$ cat config.mk
export PLATFORM = sky130hd
export DESIGN_NAME = dm_port_arbiter
export DESIGN_NICKNAME = d
export VERILOG_FILES = /design/src/rtl/dm_port_arbiter.sv
export SDC_FILE = /design/constraint.sdc
export NUM_CORES = 1
export LEC_CHECK = 0
export CORE_UTILIZATION = 40
export DETAILED_ROUTE_END_ITERATION = 10
export PLACE_DENSITY_LB_ADDON = 0.25
export SLEW_MARGIN = 0
export SYNTH_ARGS = -nofsm -noshare
export SYNTH_HDL_FRONTEND = slang
export SYNTH_SLANG_ARGS = --single-unit
$ cat constraint.sdc
create_clock -name clk -period 2.3 [get_ports clk]
set_clock_uncertainty 0.2 [all_clocks]
set_input_delay 0.46 -clock clk [delete_from_list [all_inputs] [get_ports clk]]
set_output_delay 0.46 -clock clk [all_outputs]
set_load 0.02 [all_outputs]
$ cat src/rtl/dm_port_arbiter.sv
// Two-port arbiter for the single data-memory port: CPU (port 0) has priority,
// the DMA port (port 1) gets a forced grant after MAX_WAIT consecutive losses.
module dm_port_arbiter #(
   parameter int         MAX_WAIT = 4,
   parameter int         WAIT_W   = 3,
   parameter logic [2:0] DM_W     = 3'd0,
   parameter logic [2:0] DM_H     = 3'd1,
   parameter logic [2:0] DM_B     = 3'd2
) (
   input  logic        clk,
   input  logic        reset,
   input  logic        req0,
   input  logic [31:0] addr0,
   input  logic [31:0] wdata0,
   input  logic [2:0]  op0,
   input  logic        we0,
   input  logic        req1,
   input  logic [31:0] addr1,
   input  logic [31:0] wdata1,
   input  logic [2:0]  op1,
   input  logic        we1,
   output logic        done0,
   output logic        err0,
   output logic        done1,
   output logic        err1,
   output logic [31:0] rdata,
   output logic [31:0] mem_addr,
   output logic [31:0] mem_wdata,
   output logic [3:0]  mem_byteen,
   output logic        mem_en,
   input  logic [31:0] mem_rdata
);

   typedef enum logic [1:0] {IDLE, ACCESS, RESP} state_t;

   state_t              state_q, state_d;
   logic [WAIT_W-1:0]   wait_q, wait_d;
   logic                gnt_q;
   logic [31:0]         addr_q, wdata_q;
   logic [2:0]          op_q;
   logic                we_q, err_q;

   logic                any_req, grant1, bad;
   logic [3:0]          lane_be;
   logic [31:0]         lane_wd;

   assign any_req = req0 | req1;
   assign grant1  = req1 & ((wait_q == WAIT_W'(MAX_WAIT)) | ~req0);

   // NOTE: every signal written in an always_comb gets a default first, so no path can leave it unassigned and infer a latch.
   always_comb begin
      state_d = state_q;
      wait_d  = wait_q;
      case (state_q)
         IDLE: begin
            if (!req1 || grant1)
               wait_d = '0;
            else if (wait_q != WAIT_W'(MAX_WAIT))
               wait_d = wait_q + 1'b1;
            if (any_req)
               state_d = ACCESS;
         end
         ACCESS:  state_d = RESP;
         default: state_d = IDLE;
      endcase
   end

   // NOTE: sequential state uses non-blocking assignments so every register samples pre-edge values regardless of statement order.
   always_ff @(posedge clk or negedge reset) begin
      if (!reset) begin
         state_q <= IDLE;
         wait_q  <= '0;
      end else begin
         state_q <= state_d;
         wait_q  <= wait_d;
      end
   end

   // NOTE: the latched request is reset too, because the memory-port outputs are driven straight from it and must read 0 in reset.
   always_ff @(posedge clk or negedge reset) begin
      if (!reset) begin
         gnt_q   <= 1'b0;
         addr_q  <= '0;
         wdata_q <= '0;
         op_q    <= '0;
         we_q    <= 1'b0;
         err_q   <= 1'b0;
      end else if (state_q == IDLE && any_req) begin
         gnt_q   <= grant1;
         addr_q  <= grant1 ? addr1  : addr0;
         wdata_q <= grant1 ? wdata1 : wdata0;
         op_q    <= grant1 ? op1    : op0;
         we_q    <= grant1 ? we1    : we0;
      end else if (state_q == ACCESS) begin
         err_q   <= bad;
      end
   end

   // Alignment check and lane placement, evaluated on the latched request.
   always_comb begin
      bad     = 1'b0;
      lane_be = 4'b0000;
      lane_wd = wdata_q;
      if (op_q == DM_W) begin
         bad     = (addr_q[1:0] != 2'b00);
         lane_be = 4'b1111;
      end else if (op_q == DM_H) begin
         bad     = addr_q[0];
         lane_be = addr_q[1] ? 4'b1100 : 4'b0011;
         lane_wd = addr_q[1] ? {wdata_q[15:0], 16'h0000} : {16'h0000, wdata_q[15:0]};
      end else if (op_q == DM_B) begin
         lane_be = 4'b0001 << addr_q[1:0];
         lane_wd = {24'h000000, wdata_q[7:0]} << {addr_q[1:0], 3'b000};
      end else begin
         bad     = 1'b1;
      end
   end

   assign mem_addr   = {addr_q[31:2], 2'b00};
   assign mem_en     = (state_q == ACCESS) & ~bad;
   assign mem_byteen = (mem_en & we_q) ? lane_be : 4'b0000;
   assign mem_wdata  = (~bad & we_q) ? lane_wd : wdata_q;

   assign done0 = (state_q == RESP) & ~gnt_q;
   assign done1 = (state_q == RESP) &  gnt_q;
   assign err0  = done0 & err_q;
   assign err1  = done1 & err_q;
   assign rdata = ((state_q == RESP) && !err_q) ? mem_rdata : 32'h0;

endmodule

Figure 1. Selected gate families.
Scale: 3 px per um.
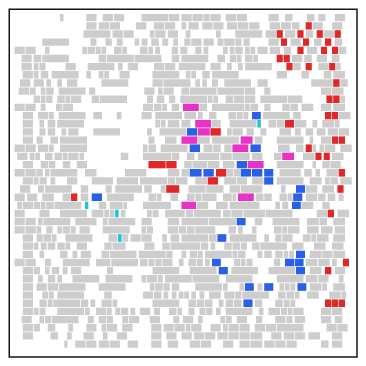
Blue stands for AND-OR and OR-AND gates, cells 27. Red stands for AND and OR gates, cells 42. Magenta stands for multiplexers, cells 10, where center. Cyan stands for inverters, cells 4.

Figure 2. Metal layers overlaid.
Scale: 3 px per um. Two of the layers only.
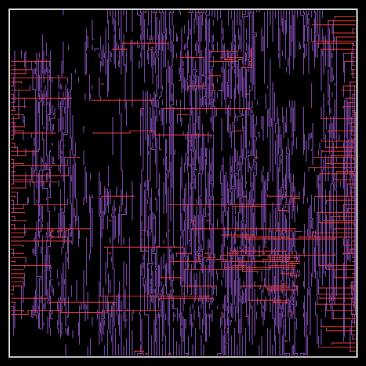
Red stands for met3, wire length 1720 um. Purple stands for met2, wire length 10500 um.

==> impl_metrics.py <==
# Physical implementation metrics
metrics = {
    "setup_path": {
        "regToRegStartpoint": "state_q[1]",
        "critical_path.startpoint_type": "register",
        "cp.arrival_ns": 1.88,
        "critPathKind": "reg2out",
        "r2r_setup_slack_ns": 0.28,
    },
    "synthesis": {
        "yosys-stat-cells": 589,
        "synth_seq_share_pct": 36.5,
        "muxShareOfSynthArea_pct": 2.31,
        "fa_ha_area_share_pct": 0.486,
        "synth.area.top_cells": "dfrtp_1 (36%), o211ai_1 (9.9%), nand4_1 (8.4%)",
        "syn_inst": 589,
        "yosys.area.top_type_share_pct": 36.5,
        "ys.flop_type": "dfrtp_1",
        "edf_count": 0,
    },
    "floorplanning": {
        "die_area_um2": 13300,
        "die_height_um": 115,
        "initial_utilization_pct": 41.0,
        "core-area_um2": 12600,
    },
    "cells_and_area": {
        "clock_area_share_pct": 3.54,
        "inverters": 4,
        "final_cell_mix": "clkdlybuf4s50_1 (199), dfrtp_1 (73), nand3_1 (69), nand4_1 (69)",
        "largest_cell_class": "non-clock buffers",
        "num-fill-cells": 1023,
        "n_all_buffers": 339,
        "regArea_um2": 1880,
        "sh_seq_area_pct": 21.9,
    },
    "power": {
        "combPwrFrac_pct": 63.5,
        "p_comb_mw": 6.74,
        "swShare_pct": 43.0,
        "clock_net_power_mw": 1.42,
    },
    "clock_network": {
        "cts_tree": "yes",
        "cts_max_level": 3,
        "cts_root_buffer": "clkbuf_16",
        "clk_path_buf_depth": 2,
    },
    "timing": {
        "worst_slack_ns": -0.242,
        "period_used_pct": 111,
        "min_period_ns": 2.54,
        "finalSetupViolCount": 36,
        "holdWs_ns": 0.308,
        "hold_viol": 0,
    },
    "route": {
        "drt_iter0_drc": 398,
        "drtPass1Iterations": 5,
        "ant_nets": 0,
        "wl_met1_mm": 7.31,
    },
    "status": {
        "violations": "negative setup slack",
        "outcome": "finished, violations left",
    },
    "flow_run": {
        "warning_count": 29,
    },
    "placement": {
        "place_inst": 979,
        "port_buffers": 274,
    },
    "global_routing": {
        "grt_max_degree": 81,
    },
}
==> worst max path at each step <==
stage                     to  slack (ns)  cells after the start
5_1_grt        mem_wdata[18]       -0.28                      6
3_5_place_dp      addr_q[30]       -0.42                      5
3_3_place_gp      addr_q[24]       -0.32                      5
4_1_cts        mem_wdata[31]       -0.24                      5
6_report       mem_wdata[31]       -0.24                      5
2_1_floorplan  mem_byteen[1]        0.19                      4
==> layer usage <==
metal  GRT usage [%]  up-vias
li1                -     2693
met1            33.0     2852
met2            55.5      327
met3            5.86       51
met4            13.9        0
met5               0        -
==> flip-flops by register name (all words and copies together), names as in the netlist <==
name,count
wait_q,3
we_q,1
state_q,2
addr_q,32
op_q,3
wdata_q,32
gnt_q,1
err_q,1
No activity file was given, so power comes from the tool's default toggle rates.
